Figure 1. Signal wires on met1.
Scale bar: 20 microns. Supply wires on this layer in gray.
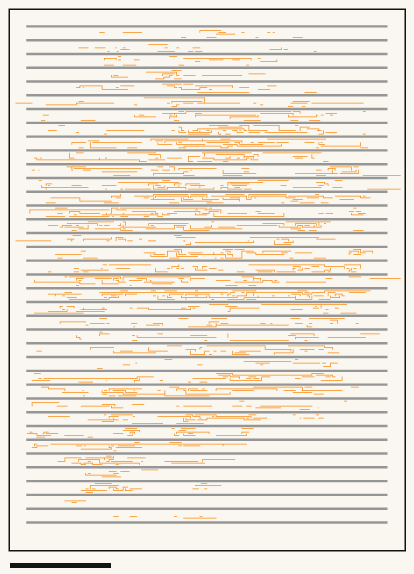
Figure 2. M2 wires.
Scale bar: 20 microns.
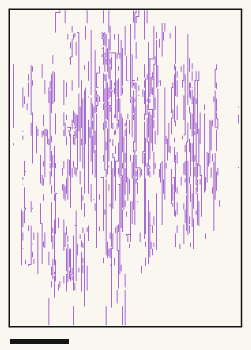
Figure 3. Signal wires on met3.
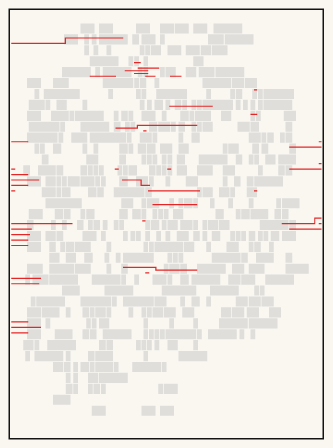
$ cat src/rtl/hazard_ctrl_pkg.sv
// Shared encodings for the hazard unit: result classes, md op classes, forward selects,
// and the per-stage descriptor layouts carried by the shadow pipeline.
package hazard_ctrl_pkg;

    typedef enum logic [1:0] {
        RES_NW  = 2'd0,
        RES_ALU = 2'd1,
        RES_DM  = 2'd2,
        RES_PC  = 2'd3
    } res_t;

    typedef enum logic [1:0] {
        MD_NONE = 2'd0,
        MD_MULT = 2'd1,
        MD_DIV  = 2'd2,
        MD_HILO = 2'd3
    } md_t;

    localparam logic [1:0] TUSE_UNUSED = 2'd3;

    localparam logic [1:0] FWD_NONE = 2'd0;
    localparam logic [1:0] FWD_E    = 2'd1;
    localparam logic [1:0] FWD_M    = 2'd2;
    localparam logic [1:0] FWD_W    = 2'd3;

    typedef struct packed {
        logic [4:0] a1;
        logic [4:0] a2;
        logic [4:0] a3;
        res_t       res;
        md_t        md_op;
    } e_stage_t;

    typedef struct packed {
        logic [4:0] a2;
        logic [4:0] a3;
        res_t       res;
    } m_stage_t;

    typedef struct packed {
        logic [4:0] a3;
        res_t       res;
    } w_stage_t;

    function automatic logic producer_match(input logic [4:0] a3, input res_t res,
                                            input logic [4:0] src);
        return (a3 != 5'd0) && (a3 == src) && (res != RES_NW);
    endfunction

    function automatic logic [1:0] tnew_e(input res_t res);
        case (res)
            RES_ALU: return 2'd1;
            RES_DM:  return 2'd2;
            default: return 2'd0;
        endcase
    endfunction

    function automatic logic [1:0] tnew_m(input res_t res);
        return (res == RES_DM) ? 2'd1 : 2'd0;
    endfunction

endpackage

$ cat src/rtl/hazard_pipe.sv
// E/M/W shadow copies of the D-stage register-usage descriptor.
// E takes a bubble when clr_i is high; M and W always advance.
module hazard_pipe
    import hazard_ctrl_pkg::*;
(
    input  logic       clk,
    input  logic       reset,
    input  logic       clr_i,
    input  logic [4:0] a1_i,
    input  logic [4:0] a2_i,
    input  logic [4:0] a3_i,
    input  logic [1:0] res_i,
    input  logic [1:0] md_op_i,
    output e_stage_t   e_o,
    output m_stage_t   m_o,
    output w_stage_t   w_o
);

    e_stage_t e_q, e_d;
    m_stage_t m_q, m_d;
    w_stage_t w_q, w_d;

    always_comb begin
        e_d = '0;
        if (!clr_i) begin
            e_d.a1    = a1_i;
            e_d.a2    = a2_i;
            e_d.a3    = a3_i;
            e_d.res   = res_t'(res_i);
            e_d.md_op = md_t'(md_op_i);
        end
        m_d.a2  = e_q.a2;
        m_d.a3  = e_q.a3;
        m_d.res = e_q.res;
        w_d.a3  = m_q.a3;
        w_d.res = m_q.res;
    end

    always_ff @(posedge clk) begin
        if (reset) begin
            e_q <= '0;
            m_q <= '0;
            w_q <= '0;
        end else begin
            e_q <= e_d;
            m_q <= m_d;
            w_q <= w_d;
        end
    end

    assign e_o = e_q;
    assign m_o = m_q;
    assign w_o = w_q;

endmodule

$ cat src/rtl/hazard_ctrl.sv
// Five-stage core hazard unit: stall/bubble generation, forwarding selects for D/E/M
// consumers, and the multiply/divide busy counter that holds HI/LO users in D.
module hazard_ctrl
    import hazard_ctrl_pkg::*;
#(
    parameter int unsigned MULT_CYC = 5,
    parameter int unsigned DIV_CYC  = 10
) (
    input  logic       clk,
    input  logic       reset,
    input  logic [4:0] A1_D,
    input  logic [4:0] A2_D,
    input  logic [4:0] A3_D,
    input  logic [1:0] Tuse_rs_D,
    input  logic [1:0] Tuse_rt_D,
    input  logic [1:0] res_D,
    input  logic [1:0] md_op_D,
    output logic       stall,
    output logic       clrE,
    output logic [1:0] fwd_rs_D,
    output logic [1:0] fwd_rt_D,
    output logic [1:0] fwd_rs_E,
    output logic [1:0] fwd_rt_E,
    output logic [1:0] fwd_rt_M,
    output logic       md_start,
    output logic       md_busy
);

    localparam int unsigned MAX_CYC = (MULT_CYC > DIV_CYC) ? MULT_CYC : DIV_CYC;
    localparam int CNT_W = $clog2(MAX_CYC + 1);

    e_stage_t e_s;
    m_stage_t m_s;
    w_stage_t w_s;

    logic [CNT_W-1:0] md_cnt_q, md_cnt_d;
    logic             reg_stall, md_stall;

    hazard_pipe u_pipe (
        .clk    (clk),
        .reset  (reset),
        .clr_i  (clrE),
        .a1_i   (A1_D),
        .a2_i   (A2_D),
        .a3_i   (A3_D),
        .res_i  (res_D),
        .md_op_i(md_op_D),
        .e_o    (e_s),
        .m_o    (m_s),
        .w_o    (w_s)
    );

    // A source stalls when the value it needs is produced later than it is consumed.
    function automatic logic reg_hazard(input logic [4:0] src, input logic [1:0] tuse,
                                        input e_stage_t e, input m_stage_t m);
        if (tuse == TUSE_UNUSED) return 1'b0;
        return (producer_match(e.a3, e.res, src) && (tuse < tnew_e(e.res))) ||
               (producer_match(m.a3, m.res, src) && (tuse < tnew_m(m.res)));
    endfunction

    function automatic logic [1:0] sel_fwd_d(input logic [4:0] src, input e_stage_t e,
                                             input m_stage_t m, input w_stage_t w);
        if (producer_match(e.a3, e.res, src) && (tnew_e(e.res) == 2'd0)) return FWD_E;
        if (producer_match(m.a3, m.res, src) && (tnew_m(m.res) == 2'd0)) return FWD_M;
        if (producer_match(w.a3, w.res, src)) return FWD_W;
        return FWD_NONE;
    endfunction

    function automatic logic [1:0] sel_fwd_e(input logic [4:0] src, input m_stage_t m,
                                             input w_stage_t w);
        if (producer_match(m.a3, m.res, src) && (tnew_m(m.res) == 2'd0)) return FWD_M;
        if (producer_match(w.a3, w.res, src)) return FWD_W;
        return FWD_NONE;
    endfunction

    function automatic logic [1:0] sel_fwd_m(input logic [4:0] src, input w_stage_t w);
        return producer_match(w.a3, w.res, src) ? FWD_W : FWD_NONE;
    endfunction

    assign md_start = (e_s.md_op == MD_MULT) || (e_s.md_op == MD_DIV);
    assign md_busy  = (md_cnt_q != '0);

    always_comb begin
        reg_stall = reg_hazard(A1_D, Tuse_rs_D, e_s, m_s) ||
                    reg_hazard(A2_D, Tuse_rt_D, e_s, m_s);
        md_stall  = (md_t'(md_op_D) != MD_NONE) && (md_start || md_busy);
        stall     = reg_stall || md_stall;
        clrE      = stall;
        fwd_rs_D  = sel_fwd_d(A1_D, e_s, m_s, w_s);
        fwd_rt_D  = sel_fwd_d(A2_D, e_s, m_s, w_s);
        fwd_rs_E  = sel_fwd_e(e_s.a1, m_s, w_s);
        fwd_rt_E  = sel_fwd_e(e_s.a2, m_s, w_s);
        fwd_rt_M  = sel_fwd_m(m_s.a2, w_s);
    end

    // Busy counter: loaded while the start op sits in E, then counts down to idle.
    always_comb begin
        md_cnt_d = md_cnt_q;
        if (e_s.md_op == MD_MULT) begin
            md_cnt_d = CNT_W'(MULT_CYC);
        end else if (e_s.md_op == MD_DIV) begin
            md_cnt_d = CNT_W'(DIV_CYC);
        end else if (md_cnt_q != '0) begin
            md_cnt_d = md_cnt_q - CNT_W'(1);
        end
    end

    always_ff @(posedge clk) begin
        if (reset) begin
            md_cnt_q <= '0;
        end else begin
            md_cnt_q <= md_cnt_d;
        end
    end

endmodule

$ cat config.mk
export PLATFORM = sky130hd
export DESIGN_NAME = hazard_ctrl
export DESIGN_NICKNAME = d
export VERILOG_FILES = /design/src/rtl/hazard_ctrl_pkg.sv /design/src/rtl/hazard_pipe.sv /design/src/rtl/hazard_ctrl.sv
export SDC_FILE = /design/constraint.sdc
export NUM_CORES = 1
export LEC_CHECK = 0
export ABC_AREA = 1
export CAP_MARGIN = 40
export CORE_ASPECT_RATIO = 1.4
export CORE_MARGIN = 3
export CORE_UTILIZATION = 35
export CTS_BUF_LIST = sky130_fd_sc_hd__clkbuf_2
export DETAILED_ROUTE_END_ITERATION = 12
export PLACE_DENSITY = 0.55
export SKIP_CTS_REPAIR_TIMING = 1
export SYNTH_ARGS = -nofsm -noshare
export SYNTH_HDL_FRONTEND = slang
export SYNTH_SLANG_ARGS = --single-unit
$ cat constraint.sdc
create_clock -name clk -period 2.1 [get_ports clk]
set_input_delay 0.21 -clock clk [delete_from_list [all_inputs] [get_ports clk]]
set_output_delay 0.21 -clock clk [all_outputs]
set_load 0.01 [all_outputs]
==> run notes <==
impl run done, here's what came out: run status finished, final reports clean, startpoint of the worst setup timing path u_pipe.e_o[2], final worst clock skew 0.0326 ns, proportion of synthesized flip-flops having asynchronous set or reset 0%, Clock Sink Count approximately 42, post-synth net total about 400, Final Hold Slack 0.274 ns, final weighted congestion in routability-driven placement 0.942, fraction of the mapped netlist area in compound gates under 10%, met2 wire length 3580 microns, overall routed net length around 6700 microns, clock latency of the later-clocked register in the worst-skew pair 0.43 ns, number of fill cells in the layout roughly 760, Design Area, Final between 3000 and 4000 sq um, transition time of the tightest slew-check pin 0.374 ns, most numerous logic cell after layout nand2_1, area growth from synthesis to final layout 33.7%, Register-to-Register Setup Slack approximately 0.28 ns, final net count 467, leading cell type by number of instances after synthesis nand2_1, well-tap cell count 95, First DRT Iteration DRCs ~110, share of post-route cells with drive strength above 1 between 30% and 40%, biggest area consumer among cell classes logic gates, total of flip-flops plus latches after synthesis 42, maximum ir drop on the vdd rail 0.798 mV, aggregate global-route resource usage between 10% and 20%, distinct cell type count after synthesis 34, warning total across the stage logs 31, synthesized area divided by synthesized cell count 6.97 sq um, area of the core region ~7000 sq um, part of the Yosys area used for sequential elements around 33%, WP buf/inv 4, Setup Crit Path Kind reg2out, switching portion of total power 39.6%, Adder-Cell Fraction of Synth Area under 10%, minimum clock period after layout 2.07 ns, kind of start point of the critical path flop, clock tree cell share of total cell area 1.07%, Inserted Clock Buffers 5, floorplan die area 8300 sq um, first-pass iteration count of the detailed router 4, IO Port Bufs 38, TritonCTS clock tree yes, max-slew headroom at the worst pin 75.0%, HPWL after detailed placement 5420 microns, Metal-1 WL 2650 microns, met3 track demand over resource in global routing 3.11%, layout buffering overhead excluding clock cells 19.0%, largest power group combinational logic
About Figure 1:
wire length on this layer	2650 microns
nets with wire on the layer	425
main direction	horizontal
longest straight run	38.6 microns

About Figure 2:
share of all routed wire	54%
nets with wire on the layer	387
longest straight run	45.2 microns
wire length on this layer	3580 microns

About Figure 3:
share of all routed wire	3.9%
longest straight run	14.9 microns

[through the flow]
stage	total power, uW	util, %	TNS [ns]	std cells	setup WS (ns)
floorplan	1830	-	0	363	0.375
global placement	2320	46.3	-0.978	518	-0.200
detailed placement	2340	46.3	-1.01	518	-0.215
CTS	2670	46.9	-5.28	526	-0.531
global route	2980	48.5	-0.619	529	-0.123
finish	2750	48.5	0	529	0.0279
[sequential cells by signal, summed over array words and instances, names as in the netlist]
name        flops
u_pipe.m_o     12
u_pipe.w_o      7
u_pipe.e_o     19
md_cnt_q        4
[logic make-up (layout without fill, tap and decap cells)]
logic type,after synthesis,in the layout
fa+ha+maj,9,9
xor+xnor,23,23
flops,42,42
simple gates,183,183
compound gates,31,31
buf+inv,75,146
Power figures rest on the tool's default switching activity, not on a simulated workload.
